Fig. 1: run 1, metal 1
Supply wires on this layer in grey.
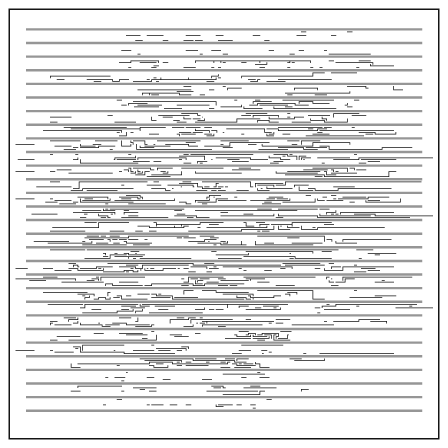
Fig. 2: run 1, the metal 2 layer
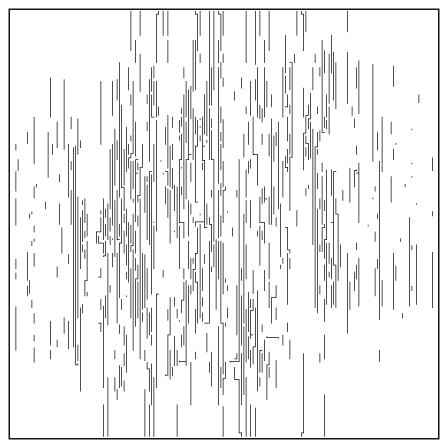
Fig. 3: run 1, met3 routing
The bar under the picture is 20 um long. Cells faint in the background.
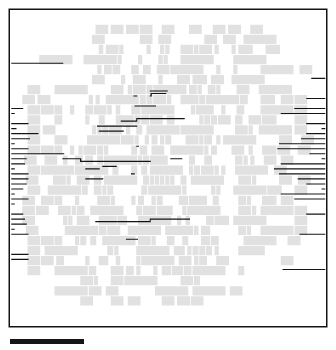
[config.mk]
export PLATFORM = sky130hd
export DESIGN_NAME = uart_tx_arbiter
export DESIGN_NICKNAME = d
export VERILOG_FILES = /design/src/rtl/uart_tx_arbiter.sv
export SDC_FILE = /design/constraint.sdc
export NUM_CORES = 1
export LEC_CHECK = 0
export CORE_MARGIN = 3
export CORE_UTILIZATION = 40
export CTS_CLUSTER_DIAMETER = 150
export DETAILED_ROUTE_END_ITERATION = 10
export GPL_TIMING_DRIVEN = 0
export PLACE_DENSITY = 0.74
export SYNTH_ARGS = -nofsm -noshare
export SYNTH_HDL_FRONTEND = slang
export SYNTH_SLANG_ARGS = --single-unit
[constraint.sdc]
create_clock -name clock -period 1.8 [get_ports clock]
set_input_delay 0.18 -clock clock [delete_from_list [all_inputs] [get_ports clock]]
set_output_delay 0.18 -clock clock [all_outputs]
set_load 0.02 [all_outputs]
[src/rtl/uart_tx_arbiter.sv]
// uart_tx_arbiter: round-robin share of one UART transmit path between two
// word-wide requesters. The granted word is sent LSB byte first, one byte per
// tx_start / tx_done_tick handshake.
// Optional feature macro: TX_FRAME_HEADER_EN prefixes every frame with a
// header byte {grant_id, per-requester frame counter}.
module uart_tx_arbiter #(
  parameter int NB_DATA = 8,
  parameter int NB_WORD = 32
) (
  input  logic               clock,
  input  logic               reset,
  input  logic               req0_valid,
  input  logic [NB_WORD-1:0] req0_word,
  output logic               req0_ready,
  input  logic               req1_valid,
  input  logic [NB_WORD-1:0] req1_word,
  output logic               req1_ready,
  input  logic               tx_done_tick,
  output logic               tx_start,
  output logic [NB_DATA-1:0] din,
  output logic               busy,
  output logic               grant_id
);

  localparam int N_BYTES = NB_WORD / NB_DATA;
  localparam int CW      = (N_BYTES > 1) ? $clog2(N_BYTES) : 1;
  localparam logic [CW-1:0] LAST_CNT = CW'(N_BYTES - 1);

`ifdef TX_FRAME_HEADER_EN
  typedef enum logic [1:0] {
    ST_IDLE = 2'd0,
    ST_SEND = 2'd1,
    ST_WAIT = 2'd2,
    ST_HDR  = 2'd3
  } state_t;
`else
  typedef enum logic [1:0] {
    ST_IDLE = 2'd0,
    ST_SEND = 2'd1,
    ST_WAIT = 2'd2
  } state_t;
`endif

  state_t             state_r, state_nxt_s;
  logic [NB_WORD-1:0] shift_r, shift_nxt_s;
  logic [CW-1:0]      cnt_r, cnt_nxt_s;
  logic               ptr_r, ptr_nxt_s;
  logic               busy_r, busy_nxt_s;
  logic               grant_r, grant_nxt_s;
  logic               start_r, start_nxt_s;
  logic [NB_DATA-1:0] din_r, din_nxt_s;
  logic [1:0]         ready_r, ready_nxt_s;
  logic               gsel_s;
`ifdef TX_FRAME_HEADER_EN
  logic [NB_DATA-2:0] fcnt0_r, fcnt0_nxt_s;
  logic [NB_DATA-2:0] fcnt1_r, fcnt1_nxt_s;
  logic               hdr_r, hdr_nxt_s;
`endif

  // Next-state and next-output computation; every output is registered below.
  always_comb begin
    state_nxt_s = state_r;
    shift_nxt_s = shift_r;
    cnt_nxt_s   = cnt_r;
    ptr_nxt_s   = ptr_r;
    busy_nxt_s  = busy_r;
    grant_nxt_s = grant_r;
    start_nxt_s = 1'b0;
    din_nxt_s   = din_r;
    ready_nxt_s = 2'b00;
`ifdef TX_FRAME_HEADER_EN
    fcnt0_nxt_s = fcnt0_r;
    fcnt1_nxt_s = fcnt1_r;
    hdr_nxt_s   = hdr_r;
`endif
    // Pointer only matters on a tie; otherwise the lone valid requester wins.
    if (req0_valid && req1_valid) begin
      gsel_s = ptr_r;
    end else begin
      gsel_s = req1_valid;
    end

    case (state_r)
      ST_IDLE: begin
        if (req0_valid || req1_valid) begin
          shift_nxt_s = gsel_s ? req1_word : req0_word;
          cnt_nxt_s   = '0;
          grant_nxt_s = gsel_s;
          busy_nxt_s  = 1'b1;
          ready_nxt_s = gsel_s ? 2'b10 : 2'b01;
`ifdef TX_FRAME_HEADER_EN
          state_nxt_s = ST_HDR;
`else
          state_nxt_s = ST_SEND;
`endif
        end else begin
          state_nxt_s = ST_IDLE;
        end
      end
`ifdef TX_FRAME_HEADER_EN
      ST_HDR: begin
        start_nxt_s = 1'b1;
        din_nxt_s   = {grant_r, (grant_r ? fcnt1_r : fcnt0_r)};
        hdr_nxt_s   = 1'b1;
        state_nxt_s = ST_WAIT;
      end
`endif
      ST_SEND: begin
        start_nxt_s = 1'b1;
        din_nxt_s   = shift_r[NB_DATA-1:0];
        state_nxt_s = ST_WAIT;
      end
      ST_WAIT: begin
        if (tx_done_tick) begin
`ifdef TX_FRAME_HEADER_EN
          // Header done: data bytes start without consuming the shift register.
          if (hdr_r) begin
            hdr_nxt_s   = 1'b0;
            state_nxt_s = ST_SEND;
          end else
`endif
          if (cnt_r != LAST_CNT) begin
            shift_nxt_s = shift_r >> NB_DATA;
            cnt_nxt_s   = cnt_r + CW'(1);
            state_nxt_s = ST_SEND;
          end else begin
            busy_nxt_s  = 1'b0;
            ptr_nxt_s   = ~grant_r;
            state_nxt_s = ST_IDLE;
`ifdef TX_FRAME_HEADER_EN
            if (grant_r) begin
              fcnt1_nxt_s = fcnt1_r + {{(NB_DATA-2){1'b0}}, 1'b1};
            end else begin
              fcnt0_nxt_s = fcnt0_r + {{(NB_DATA-2){1'b0}}, 1'b1};
            end
`endif
          end
        end else begin
          state_nxt_s = ST_WAIT;
        end
      end
      default: begin
        state_nxt_s = ST_IDLE;
      end
    endcase
  end

  // State and output registers; async reset abandons any frame in progress.
  always_ff @(posedge clock or negedge reset) begin
    if (!reset) begin
      state_r <= ST_IDLE;
      shift_r <= '0;
      cnt_r   <= '0;
      ptr_r   <= 1'b0;
      busy_r  <= 1'b0;
      grant_r <= 1'b0;
      start_r <= 1'b0;
      din_r   <= '0;
      ready_r <= 2'b00;
`ifdef TX_FRAME_HEADER_EN
      fcnt0_r <= '0;
      fcnt1_r <= '0;
      hdr_r   <= 1'b0;
`endif
    end else begin
      state_r <= state_nxt_s;
      shift_r <= shift_nxt_s;
      cnt_r   <= cnt_nxt_s;
      ptr_r   <= ptr_nxt_s;
      busy_r  <= busy_nxt_s;
      grant_r <= grant_nxt_s;
      start_r <= start_nxt_s;
      din_r   <= din_nxt_s;
      ready_r <= ready_nxt_s;
`ifdef TX_FRAME_HEADER_EN
      fcnt0_r <= fcnt0_nxt_s;
      fcnt1_r <= fcnt1_nxt_s;
      hdr_r   <= hdr_nxt_s;
`endif
    end
  end

  assign req0_ready = ready_r[0];
  assign req1_ready = ready_r[1];
  assign tx_start   = start_r;
  assign din        = din_r;
  assign busy       = busy_r;
  assign grant_id   = grant_r;

endmodule

==> out/metrics.cfg, run 1 <==
[outcome]
outcome=finished, final reports clean

[pwr]
power_switching_uw=2140
pwr-share-clk=0.129
switching_share=0.395
powerDensity_mw_per_mm2=1520
intPower_uw=3280
ir_worst_vdd_mv=0.642

[worst_setup_path]
crit_required_ns=2.00
cp.buffers_inverters=1
cp_slowest_stage_delay_ns=0.41
critPathTopFamily=flip-flops
startpoint_type=register
end_kind=register

[finish]
fin_cells=431
sh_seq_area=0.352
drive_gt1_frac=0.0983
antennaDiodeCount=0
lay_top_count=clkdlybuf4s50_1
nonClkBufAreaFrac=0.265
dominant_cells=flip-flops and latches
clock_buffers=6
nFillCells=568
n_all_inverters=28
logic_gates=167
flops=50
seqCellArea_mm2=0.00125
final_cell_mix=80 x clkdlybuf4s50_1, 50 x dfrtp_1, 28 x nand2_1, 27 x inv_1, 26 x a21oi_1
comb_area_mm2=0.00107

[drt]
met2_wirelength_um=3240
drc=0
met1_length_um=3050
wl_met3_um=393
drt-pass1-iter-count=4
drt_iter0_markers=115
wl_per_cell_um=15.8

[place]
dp.cells=422
portBuffers=81
gp_congestion=0.820
place_area_mm2=0.00345

[run]
warnings=26
cap_violations=0

[clock_tree]
clock-sinks=50
cts.path.max_buffers=2
cts-buffers-inserted=5
cts_root_buf=clkbuf_8
clk_latency_ns=0.31
htree_num_levels=2

[synthesis]
syn_area_per_cell_um2=9.53
syn_area_mm2=0.00253
ys_area_mm2=0.00253
common_cells=50 x dfrtp_1, 28 x nand2_1, 27 x inv_1
syn_inst=265
ys.flops=50
area_leaders=dfrtp_1 50%, a32o_1 9.9%, or3_1 5.9%
yosysCellCount=265
yosys_warnings=0
flop_cell=dfrtp_1
synthArstFlopShare=1.00
synth_top_area_share=0.495

[floorplanning]
core_mm2=0.00603
die_area_mm2=0.00731
die_h_um=85.5
die_width_um=85.5

[final_timing]
slew_headroom=0.659
setup_violations=0
fmax_mhz=609
drv_slew=0
hold_viol=0
timing.hold.ws_ns=0.350

[grt]
antenna_found_initial=0
grt_use_met3=0.0437
grt-ovfl-total=0
busiest_layer=met2
grt_pass1_vias=2356

Notes on Fig. 1 above:
nets with wire on the layer	367
share of all routed wire	45%
main direction	horizontal
Routed WL: 6790 um
met1 GRT Util: 0.250
DR vias: 2284

Notes on Fig. 2 above:
share of all routed wire	48%
nets with wire on the layer	355
longest straight run	43.7 um
main direction	vertical
wire length on this layer	3240 um
met2 Resource Use GR: 0.312

Notes on Fig. 3 above:
nets with wire on the layer	61
wire length on this layer	394 um
share of all routed wire	5.8%

-- run 1: power groups by stage --
| stage | Clock [uW] | Combinational (uW) | Sequential (uW) |
|---|---|---|---|
| final | 701 | 2780 | 1940 |
| after detailed placement | 0 | 2780 | 1960 |
| after CTS | 707 | 2790 | 1940 |
| after global routing | 745 | 3090 | 2000 |
| after global placement | 0 | 2710 | 1930 |
| after floorplan | 0 | 1730 | 2050 |
-- run 1: worst paths after layout --
check,from,end,slack [ns],cells after the start
hold reg to reg,shift_r[7],shift_r[7],0.49,1
min in group clock,shift_r[7],shift_r[7],0.49,1
setup / recovery,cnt_r[0],shift_r[6],0.16,5
setup reg to reg,cnt_r[0],shift_r[6],0.16,5
max in group asynchronous,reset,shift_r[10],0.93,3
hold / removal,reset,busy,0.35,2
-- run 1: kinds of logic (layout without fill, tap and decap cells) --
| logic type | after synthesis | count (layout) | synth area share |
|---|---|---|---|
| simple gates | 83 | 83 | 0.153 |
| fa+ha+maj | 1 | 1 | 0.00495 |
| buf+inv | 48 | 139 | 0.0832 |
| flops | 50 | 50 | 0.495 |
| compound gates | 67 | 67 | 0.197 |
| mux | 16 | 16 | 0.0674 |
-- run 1: registers in the layout, indices dropped and copies added, names as in the netlist --
signal	count
cnt_r	2
shift_r	32
ptr_r	1
state_r	2
tx_start	1
ready_r	2
grant_id	1
din	8
busy	1
-- run 1: per-stage QoR --
step	worst slack, ns	power (uW)	util
after floorplan	0.322	3780	-
final	0.157	5420	0.590
after global placement	-0.969	4650	0.569
after global routing	0.0241	5840	0.590
after CTS	0.0579	5430	0.589
after detailed placement	-0.239	4740	0.572
-- run 1: repair_timing --
item,in CTS,in global routing
hold buffers,1,0
setup endpoints to repair,0,16
endpoints found under the hold margin,16,0
resized,0,3
==> run 2, diff against run 1 <==
--- a/config.mk
+++ b/config.mk
@@ -5,6 +5,7 @@
 export SDC_FILE = /design/constraint.sdc
 export NUM_CORES = 1
 export LEC_CHECK = 0
+export ABC_AREA = 0
 export CORE_MARGIN = 3
 export CORE_UTILIZATION = 40
 export CTS_CLUSTER_DIAMETER = 150
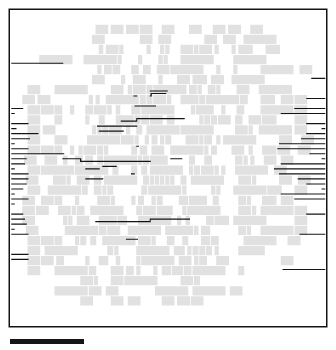
Fig. 4. Met3 routing (run 2).
The bar under the picture is 20 um long. Cells faint in the background.
GRT met3 Usage: 0.0437

==> run 2 against run 1 <==
Clock power hardly changed. Non-clock buffer count stayed put. Synthesized cell count stayed put. Die size stayed put. Critical path type unchanged. Highest routed layer unchanged.
==> out/metrics.cfg, run 2 <==
[finish]
top_register=shift_r
drive_gt1_frac=0.0983  ; unchanged
antennaDiodeCount=0  ; unchanged
final_util=0.590  ; unchanged
largest_register_ffs=32  ; unchanged
final_cell_mix=80 x clkdlybuf4s50_1, 50 x dfrtp_1, 28 x nand2_1, 27 x inv_1, 26 x a21oi_1
lay_top_count=clkdlybuf4s50_1
nets=425
syn_to_final_growth_pct=40.8
nFillCells=568  ; unchanged
fin_cells=431  ; unchanged

[worst_setup_path]
slowest_stage=dfrtp_1
end_kind=register
worst-setup-path-type=register to register
crit_arrival_ns=1.85
cp_slowest_stage_delay_ns=0.41  ; about the same
path_cells=ha_1 > nor2b_2 > a22oi_4 > clkbuf_1 > a32o_1
startpoint_type=register
crit_required_ns=2.00  ; about the same
crit_fanout=10

[place]
portBuffers=81  ; unchanged
dp.cells=422  ; unchanged
gp_congestion=0.820  ; unchanged
dp_hpwl_um=5100

[pwr]
p_leak_uw=0.00160
powerDensity_mw_per_mm2=1520  ; unchanged
ir_worst_vdd_mv=0.642  ; unchanged
total_power_uw=5420  ; unchanged

[grt]
grt_pass1_vias=2356  ; unchanged
grt_pass1_wl_um=11000
antenna_found_initial=0  ; unchanged
grt_max_degree=35
grt.total_usage=0.190
grt-ovfl-total=0  ; unchanged

[drt]
drt-pass1-iter-count=4  ; unchanged
via_per_inst=5.30
drt_iter0_markers=115  ; unchanged
wl_per_cell_um=15.8  ; unchanged
antenna_left=0
num_vias=2284  ; unchanged
wl_um=6790  ; unchanged
drc=0  ; unchanged

[clock_tree]
cts_tree=built
htree_num_levels=2  ; unchanged
clock-sinks=50  ; unchanged
cts_root_buf=clkbuf_8
post_cts_buffers=0
clk_latency_ns=0.31  ; about the same
path_clk_slew_ns=0.10
cts_resized=0  ; unchanged
cts.path.max_buffers=2  ; unchanged
cts-buffers-inserted=5  ; unchanged
ctsHoldBuffers=1  ; unchanged

[synthesis]
flop_cell=dfrtp_1
yosys_warnings=0  ; unchanged
synthArstFlopShare=1.00  ; unchanged
synthXorXnorAreaFrac=0  ; unchanged
synth.distinct_cells=26
synth_top_area_share=0.495  ; unchanged
common_cells=50 x dfrtp_1, 28 x nand2_1, 27 x inv_1
area_leaders=dfrtp_1 50%, a32o_1 9.9%, or3_1 5.9%
syn_area_per_cell_um2=9.53  ; unchanged
fp_nets=335
enable_flop_cells=0
synth-simple-area-share=0.153  ; unchanged
most_common_cell=dfrtp_1
synthAoiAreaFrac=0.197  ; unchanged
mux_area_frac=0.0674  ; unchanged
ys.flops=50  ; unchanged
synth_seq_share=0.495
ys_area_mm2=0.00253  ; unchanged
fa_ha_area_frac=0.00495  ; unchanged
yosysTopAreaCell=dfrtp_1
syn_inst=265  ; unchanged
syn_area_mm2=0.00253  ; unchanged
yosysCellCount=265  ; unchanged
top_logic_kind=AND-OR/OR-AND gates

[final_timing]
fin_crit_sh=0.913
hold_viol=0  ; unchanged
fmax_mhz=609  ; unchanged
worst_pin_slew_ns=0.510
clock_skew_ns=0.00758
slew_headroom=0.659  ; unchanged
min_period_ns=1.64
drv_slew=0  ; unchanged
tns_ns=0
rsz0062_at_grt=false
setup_violations=0  ; unchanged

[floorplanning]
die_h_um=85.5  ; unchanged
fp_util=0.419
die_area_mm2=0.00731  ; unchanged
die_width_um=85.5  ; unchanged
core_mm2=0.00603  ; unchanged
rows=28
io_pins=82

[hold_path]
hp-class=input port to asynchronous set/reset pin

[run]
cap_violations=0  ; unchanged
warnings=26  ; unchanged

[outcome]
outcome=finished, final reports clean

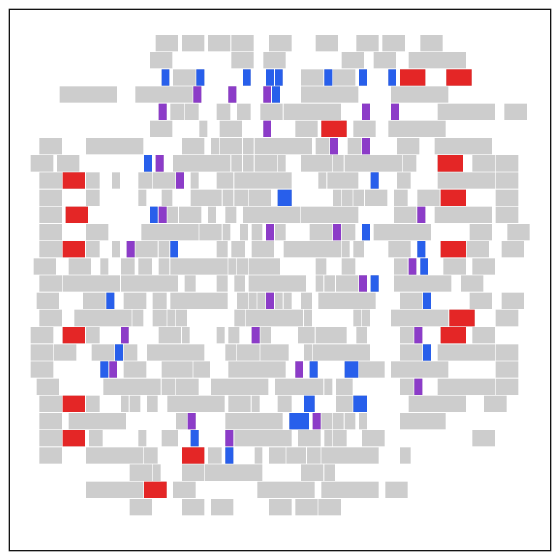
Fig. 5. Logic cells by family (run 2).
colour	family	cells
blue	NOR gates	30
red	multiplexers	16
purple	NAND gates	28

## run 2: stage by stage
stage                     hold slack (ns)  setup slack, ns  area [um^2]
after CTS                           0.358           0.0579         3550
after floorplan                    -0.116            0.322         2530
final                               0.350            0.157         3560
after global placement              0.471           -0.969         3430
after global routing                0.394           0.0241         3560
after detailed placement            0.131           -0.239         3450
## run 2: where the power goes
| part | internal [uW] | switching (uW) |
|---|---|---|
| Combinational | 1300 | 1480 |
| Sequential | 1670 | 266 |
| Clock | 310 | 391 |
## run 2: critical path, delay by kind of cell (launching register included)
kind                       cells  cell delay, ns
buffers and inverters          1            0.25
and+or+nand+nor                1            0.23
AOI/OAI and AO/OA              2            0.38
adders and majority gates      1            0.26
DFF                            1            0.41
## run 2: final timing paths
kind,from,endpoint,slack [ns],depth (start not counted)
hold / removal,reset,busy,0.35,2
hold reg to reg,shift_r[7],shift_r[7],0.49,1
setup / recovery,cnt_r[0],shift_r[6],0.16,5
max in group asynchronous,reset,shift_r[10],0.93,3
min in group clock,shift_r[7],shift_r[7],0.49,1
setup reg to reg,cnt_r[0],shift_r[6],0.16,5
## run 2: cell type report
class,count,area (um^2),share of cell area
Buffer,20,108,0.0303
Sequential cell,50,1250,0.352
Multi-Input combinational cell,167,1070,0.300
Tap cell,75,93.8,0.0264
Inverter,28,105,0.0296
Clock inverter,2,12.5,0.00352
Timing Repair Buffer,83,836,0.235
Clock buffer,6,82.6,0.0232
## run 2: routing by layer
metal	up-vias	track usage	wire (um)
li1	1107	-	-
met5	-	0	0
met4	0	0.0561	99
met2	76	0.312	3240
met1	1092	0.250	3050
met3	9	0.0437	393
## run 2: cells by family after synthesis
group	after synthesis
AND-OR/OR-AND	67
adder cells (fa/ha/maj)	1
buffers and inverters	48
flip-flops	50
multiplexers	16
AND/OR/NAND/NOR	83
==> run 3, diff against run 2 <==
==> constraint.sdc (replaced) <==
create_clock -name clock -period 2 [get_ports clock]
set_input_delay 0.2 -clock clock [delete_from_list [all_inputs] [get_ports clock]]
set_output_delay 0.2 -clock clock [all_outputs]
set_load 0.02 [all_outputs]
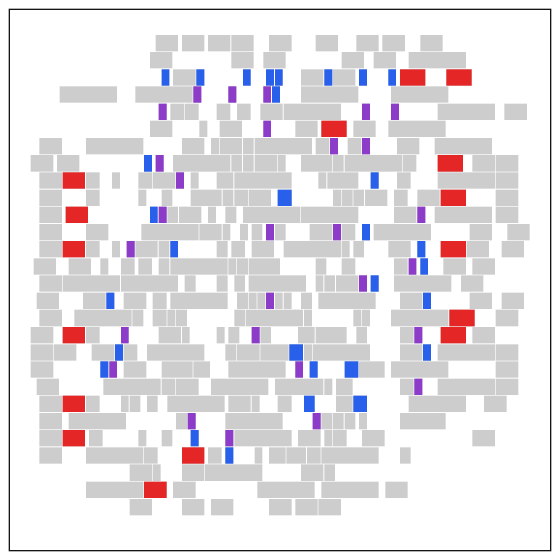
Fig. 6. Logic cells by family (run 3).
colour	family	cells
purple	NAND gates	28
blue	NOR gates	30
red	multiplexers	16

==> run 3 against run 2 <==
Total power down 10%. Clock power down about 10%. Highest routed layer unchanged. Utilization is 0.083 points lower.
==> out/metrics.cfg, run 3 <==
[run]
cap_violations=0  ; unchanged
warnings=26  ; unchanged

[synthesis]
enable_flop_cells=0  ; unchanged
top_logic_kind=AND-OR/OR-AND gates
flop_cell=dfrtp_1
common_cells=50 x dfrtp_1, 28 x nand2_1, 27 x inv_1
most_common_cell=dfrtp_1
synth-simple-area-share=0.153  ; unchanged
area_leaders=dfrtp_1 50%, a32o_1 9.9%, or3_1 5.9%
yosysTopAreaCell=dfrtp_1
ys.flops=50  ; unchanged
yosys_warnings=0  ; unchanged
syn_area_mm2=0.00253  ; unchanged
synthArstFlopShare=1.00  ; unchanged
syn_inst=265  ; unchanged
syn_area_per_cell_um2=9.53  ; unchanged
synth_seq_share=0.495  ; unchanged
ys_area_mm2=0.00253  ; unchanged
yosysCellCount=265  ; unchanged
synthXorXnorAreaFrac=0  ; unchanged

[final_timing]
fmax_mhz=572  ; -6.1%
min_period_ns=1.75  ; +0.106 ns
slew_headroom=0.662  ; +0.00231
worst_pin_slew_ns=0.507  ; -0.00346 ns
hold_viol=0  ; unchanged
fin_crit_sh=0.875  ; -0.0381

[finish]
nFillCells=567  ; -0.18%
top_register=shift_r
antennaDiodeCount=0  ; unchanged
fin_cells=431  ; unchanged
nets=425  ; unchanged
drive_gt1_frac=0.0955  ; -0.00281
lay_top_count=clkdlybuf4s50_1
syn_to_final_growth_pct=40.6
seqCellArea_mm2=0.00125  ; unchanged
largest_register_ffs=32  ; unchanged
comb_area_mm2=0.00106  ; -0.23%
final_cell_mix=80 x clkdlybuf4s50_1, 50 x dfrtp_1, 28 x nand2_1, 27 x inv_1, 26 x a21oi_1

[clock_tree]
clk_latency_ns=0.31  ; about the same
clock-sinks=50  ; unchanged
path_clk_slew_ns=0.09  ; about the same
htree_num_levels=2  ; unchanged
cts_resized=0  ; unchanged
cts.path.max_buffers=2  ; unchanged
cts_tree=built

[floorplanning]
die_width_um=85.5  ; unchanged
fp_util=0.419  ; unchanged
rows=28  ; unchanged
io_pins=82  ; unchanged
die_area_mm2=0.00731  ; unchanged
core_mm2=0.00603  ; unchanged

[pwr]
seq-power_uw=1740  ; -10%
p_comb_uw=2500  ; -10%
p_leak_uw=0.00159  ; about the same
p_comb_frac=0.513  ; about the same
power_frac_seq=0.358  ; about the same
clk-power_uw=628  ; -10%

[grt]
grt_pass1_vias=2356  ; unchanged
grt-ovfl-total=0  ; unchanged
antenna_found_initial=0  ; unchanged
grt_max_degree=35  ; unchanged

[drt]
drc=0  ; unchanged
wl_per_cell_um=15.8  ; about the same
top_layer_used=met4
drt_iter0_markers=125  ; +8.7%
drt-pass1-iter-count=4  ; unchanged
met1_length_um=2990  ; -2.3%

[place]
dp_hpwl_um=5100  ; unchanged
gp_congestion=0.820  ; unchanged

[outcome]
outcome=finished, final reports clean

[worst_setup_path]
end_kind=register
crit_fanout=10  ; unchanged
crit_required_ns=2.18  ; +0.18 ns

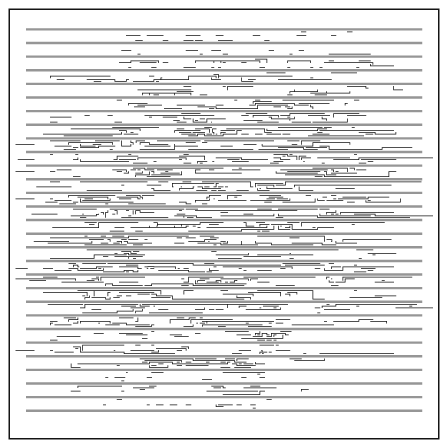
Fig. 7. Metal 1 (run 3).
Supply wires on this layer in grey.
Routed WL: 6790 um
DR vias: 2296

[run 3: cell counts after synthesis]
No cell type changed its count.
[run 3: path summary, 6_finish.rpt]
check,from,endpoint,slack (ns),cells after the start
max reg2reg,ptr_r,shift_r[28],0.25,5
min,reset,busy,0.37,2
min reg2reg,shift_r[3],shift_r[3],0.50,1
max,ptr_r,shift_r[28],0.25,5
max in group asynchronous,reset,shift_r[14],1.11,3
min in group clock,shift_r[3],shift_r[3],0.50,1
[run 3: layer usage]
layer  up-vias  GRT usage
met5         -          0
met4         0     0.0561
met3        12     0.0437
met2        85      0.312
met1      1095      0.250
li1       1104          -
[run 3: final cells by class]
type | count | share of cell area
clock buffers | 6 | 0.0233
inverters | 28 | 0.0296
clock inverters | 2 | 0.00352
well taps | 75 | 0.0264
repair buffers | 83 | 0.235
multi-input cells | 167 | 0.300
flip-flops and latches | 50 | 0.352
plain buffers | 20 | 0.0296
[run 3: per-stage QoR]
step / setup TNS (ns) / power (uW) / hold slack (ns) / util / instance area [um^2]
2_1_floorplan: 0 / 3400 / -0.0956 / - / 2530
3_3_place_gp: -39.37 / 4180 / 0.471 / 0.569 / 3430
3_5_place_dp: -0.860 / 4260 / 0.151 / 0.572 / 3450
4_1_cts: 0 / 4890 / 0.378 / 0.589 / 3550
5_1_grt: 0 / 5250 / 0.414 / 0.589 / 3550
6_report: 0 / 4870 / 0.368 / 0.589 / 3550
[run 3: repair_timing]
action | in CTS | in global routing
hold buffers | 1 | 0
buffers inserted | 0 | 0
hold endpoints to repair | 16 | 0
[run 3: critical path: stages (launching register included)]
cell and delay [ns]:
dfrtp_1 0.38, o21ai_0 0.42, buf_4 0.29, buf_4 0.22, mux2i_1 0.20, o22ai_1 0.10
Power is estimated from default activity; no workload was simulated.
